==> config.mk <==
export PLATFORM = sky130hd
export DESIGN_NAME = cpu_fetch_sequencer
export DESIGN_NICKNAME = d
export VERILOG_FILES = /design/src/rtl/cpu_fetch_sequencer.sv
export SDC_FILE = /design/constraint.sdc
export NUM_CORES = 1
export LEC_CHECK = 0
export ABC_AREA = 1
export CAP_MARGIN = 10
export CORE_MARGIN = 10
export CORE_UTILIZATION = 45
export CTS_CLUSTER_SIZE = 40
export DETAILED_ROUTE_END_ITERATION = 6
export GPL_ROUTABILITY_DRIVEN = 0
export PLACE_DENSITY_LB_ADDON = 0.08
export SETUP_SLACK_MARGIN = 0.1
export SYNTH_ARGS = -nofsm -noshare
export SYNTH_HDL_FRONTEND = slang
export SYNTH_SLANG_ARGS = --single-unit
==> constraint.sdc <==
create_clock -name CLK -period 2.8 [get_ports CLK]
set_input_delay 0.56 -clock CLK [delete_from_list [all_inputs] [get_ports CLK]]
set_output_delay 0.56 -clock CLK [all_outputs]
set_load 0.02 [all_outputs]
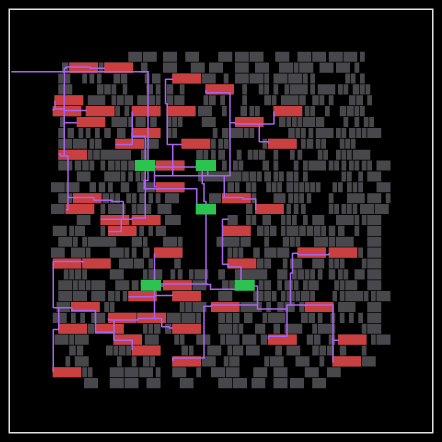
*Clock network drawn from the DEF, run 1*
Drawn at 4 px/um.
- red: flip-flops (count 51)
- purple: clock wires (length 677 um)
- green: clock drivers (count 5)
- routed clock nets: 6
clock group power: 508 uW
final setup skew: 0.00746 ns
clock share of power: 0.294
clk latency late pin: 0.30 ns

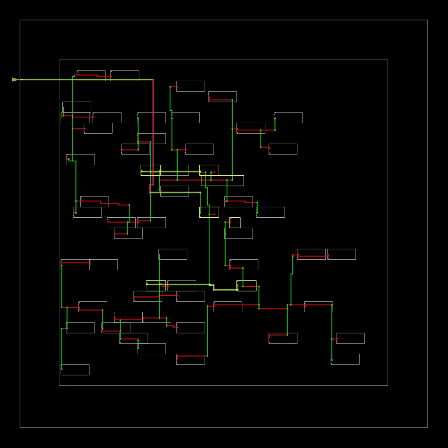
*Clock wiring as the flow saved it, run 1*
number of buffers created by CTS: 5
clock sink count: 51
clkbuf count: 5
sequential cell count: 51

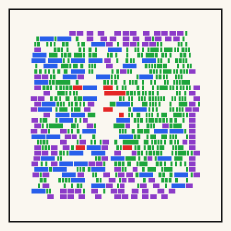
*Cells colored by class, run 1*
Drawn at 2 px/um.
- blue: flops (cells 51; share of their area 23%)
- purple: other buffers and delay cells (cells 131; share of their area 28%)
- green: combinational and other logic (cells 435; share of their area 47%)
- red: clock drivers and dummy loads (cells 7; share of their area 2.3%)
Finished Cell Area: 4660 um2
Placement Rows: 31

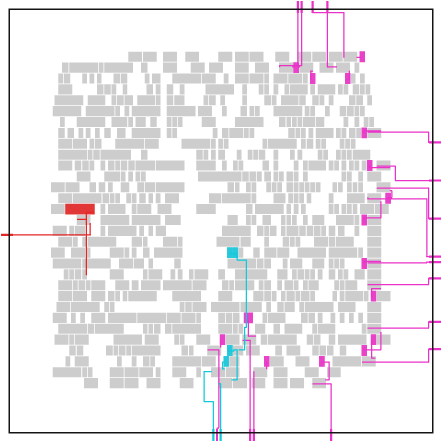
*Nets reached from selected ports, run 1*
Drawn at 4 px/um.
- cyan: `PS` (bits 2; direction input; edge south; end cells 4; buffers 3; wire 76.2 um)
- red: `State` (bits 1; direction output; edge west; end cells 1; buffers 1; wire 42.2 um)
- magenta: `Offset` (bits 16; direction input; edge 8 east, 4 south, 4 north; end cells 16; buffers 16; wire 376 um)
IO Pins: 123
input/output buffers: 122

==> changes_impl.md, run 1 <==
### Physical design

* Clock root buffer: clkbuf_8
* Post-synthesis xor/xnor area fraction at 0.0186
* Effective utilization at floorplan at 0.459
* Most frequent cells in the layout: clkdlybuf4s50_1 (122), nand2_1 (116), inv_1 (80), nor2_1 (80), dfxtp_1 (51)
* Status: finished clean
* Area added between synthesis and finish at 41.5%
* OpenROAD warning count at 27
* Slowest library cell on the worst path: clkdlybuf4s50_1
* Total cell area at the placement stage at approximately 4500 um2
* Non-filler cells, final at roughly 720
* Required arrival time at the worst endpoint at approximately 3.0 ns
* Routed Wire Length at approximately 9.8 mm
* Antenna diodes at 0
* MaxCap Viol Count at 0
* Inverter count at 82
* Tap cells at between 90 and 100
* Post-Synthesis Mean Instance Area at approximately 6.4 um2
* Min setup slack post-route at 0.272 ns
* Library cell with the highest instance count after synthesis: nand2_1
* Number of global-route vias before repair at ~3400
* 1st-iter DRT viols at just under 90
* Netlist cell types at 35
* Fraction of area in multi-input gates at 0.389
* Post-synth design cell area at 3290 um2
* Top area cell types: dfxtp_1 (31%), nand2_1 (13%), inv_1 (9.1%), nor2_1 (9.1%), a21oi_1 (6.7%)
* Pre-CTS WS at -0.141 ns
* CTS hold repair buffers at 0
* Length in cells of the worst reg-to-reg path at 11
* Syn Nets at ~590
* MUX share of area at 0
* Library cell occupying the most area in the post-synthesis netlist: dfxtp_1
* Post-layout period usage at 0.903
run 1: worst max-delay path, delay by kind of cell:
kind,cells,cell delay (ns)
fa+ha+maj,2,0.53
simple gates,11,1.01
compound gates,1,0.06
buf+inv,3,0.54
run 1: timing repair:
item                                    CTS  global route
endpoints found under the setup margin    0             7
setup buffers                             0             0
gates resized                             0             7
run 1: metal layers:
metal  GRT usage  wire [um]  vias up
met5           0          0        -
met2       0.307       4860       91
met4      0.0435        122        0
met3      0.0615        704       10
li1            -          -     1810
met1       0.193       4140     1570
run 1: report_power, final:
group / internal (uW) / switching [uW] / total [uW]
clock: 262 / 247 / 508
combinational: 214 / 230 / 445
sequential: 756 / 23.2 / 779
### Metal 3, run 1

Drawn at 4 px/um.
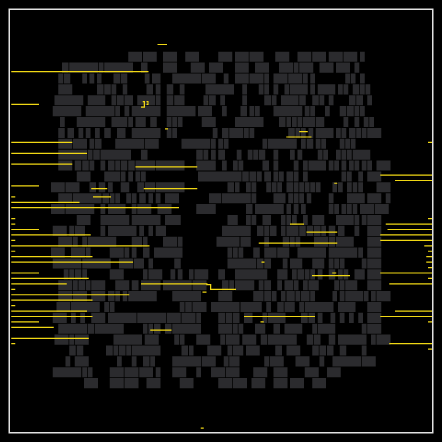

==> run 2, diff against run 1 <==
--- a/config.mk
+++ b/config.mk
@@ -9,10 +9,11 @@
 export CAP_MARGIN = 10
 export CORE_MARGIN = 10
 export CORE_UTILIZATION = 45
+export CTS_BUF_LIST = sky130_fd_sc_hd__clkbuf_16
 export CTS_CLUSTER_SIZE = 40
 export DETAILED_ROUTE_END_ITERATION = 6
 export GPL_ROUTABILITY_DRIVEN = 0
-export PLACE_DENSITY_LB_ADDON = 0.08
+export PLACE_DENSITY = 0.81
 export SETUP_SLACK_MARGIN = 0.1
 export SYNTH_ARGS = -nofsm -noshare
 export SYNTH_HDL_FRONTEND = slang
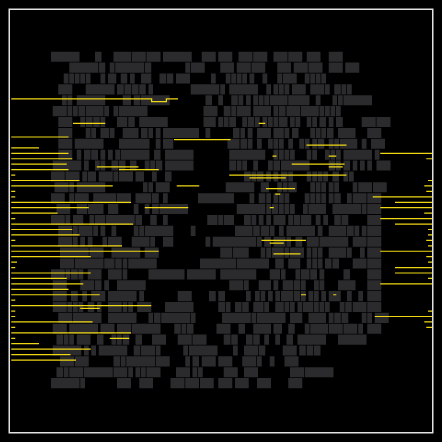
*Metal 3, run 2*
Drawn at 4 px/um.
- wire length on this layer: 910 um
- share of all routed wire: 9.1%
- main direction: horizontal
- nets with wire on the layer: 88
Routed Wire Length: 10.1 mm
via count: 3549
met3 Resource Use GR: 0.0682

==> run 2 against run 1 <==
  * Register-to-register slack barely moved
  * Largest cell class unchanged
  * Worst setup slack lost 0.038 ns
  * Count of clock-buffer cells in the layout unchanged
  * Largest power group unchanged
==> changes_impl.md, run 2 <==
### Physical design

* Sequential cell count at 51 (unchanged)
* Clock sink count at 51 (unchanged)
* Internal Power at 1400 uW (was 1230 uW)
* MaxCap Viol Count at 0 (unchanged)
* Library cell with the highest instance count after synthesis: nand2_1 (unchanged)
* Count of buffering cells on the critical path with inverters included at 3 (unchanged)
* Busiest metal layer after global routing: met2 (unchanged)
* Slowest library cell on the worst path: clkdlybuf4s50_1 (unchanged)
* Area added between synthesis and finish at 45.0% (was 41.5%)
* Clock root buffer: clkbuf_16 (was clkbuf_8)
* Comb power frac at 0.235 (was 0.257)
* Number of global-route vias before repair at 3499 (was 3409)
* Clock share of power at 0.364 (was 0.294)
* DRT met1 WL at 4.08 mm (was 4.14 mm)
* Inverter count at 82 (unchanged)
* Status: finished clean (unchanged)
* Post-synthesis xor/xnor area fraction at 0.0186 (unchanged)
* Length in cells of the worst reg-to-reg path at 11 (unchanged)
* Library cell occupying the most area in the post-synthesis netlist: dfxtp_1 (unchanged)
* Clock group power at 707 uW (was 508 uW)
* Critical Path Stages at 15 (was 17)
* Effective utilization at floorplan at 0.459 (unchanged)
* OpenROAD warning count at 27 (unchanged)
* WL met2 at 4.96 mm (was 4.86 mm)
* CTS hold repair buffers at 0 (unchanged)
* M1 GR Usage at 0.194 (was 0.193)
* Min setup slack post-route at 0.234 ns (was 0.272 ns)
* Comb power at 457 uW (was 445 uW)
* Clkbuf count at 5 (unchanged)
* Clk latency late pin at 0.29 ns (was 0.30 ns)
* Netlist cell types at 35 (unchanged)
* Placement Rows at 31 (unchanged)
* Top Metal Used: met4 (unchanged)
* Number of buffers created by CTS at 5 (unchanged)
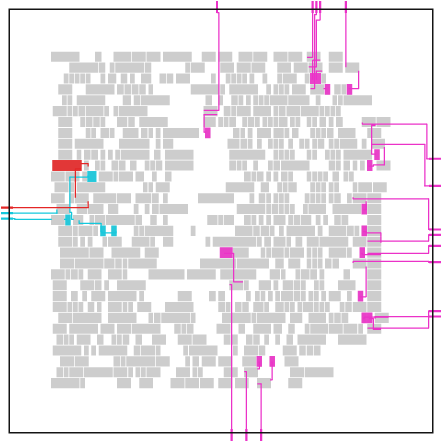
*Nets reached from selected ports, run 2*
Drawn at 4 px/um.
- cyan: `PS` (bits 2; direction input; edge west; end cells 4; buffers 3; wire 51.8 um)
- red: `State` (bits 1; direction output; edge west; end cells 1; buffers 1; wire 31.7 um)
- magenta: `Offset` (bits 16; direction input; edge 8 east, 5 north, 3 south; end cells 16; buffers 16; wire 425 um)

[run 2: per-stage QoR]
stage               instance area (um2)  hold WS [ns]  TNS [ns]  power (uW)
floorplan                          3290         0.501         0        1040
global placement                   4530         0.448    -0.759        1230
detailed placement                 4530         0.457     -1.27        1240
CTS                                4700         0.470         0        1950
finish                             4770         0.466         0        1940
global route                       4770         0.496         0        2040
[run 2: cell families after synthesis]
logic type                 after synthesis
DFF                                     51
buffers and inverters                  111
AOI/OAI and AO/OA                       86
adders and majority gates               17
and+or+nand+nor                        243
xor gates and xnor gates                 7
[run 2: repair_timing]
| item | in CTS | in global routing |
|---|---|---|
| endpoints found under the hold margin | 0 | 0 |
| endpoints found under the setup margin | 1 | 10 |
| buffers inserted | 0 | 2 |
| pin swaps | 0 | 5 |
| resized | 1 | 16 |
Power is estimated from default activity; no workload was simulated.
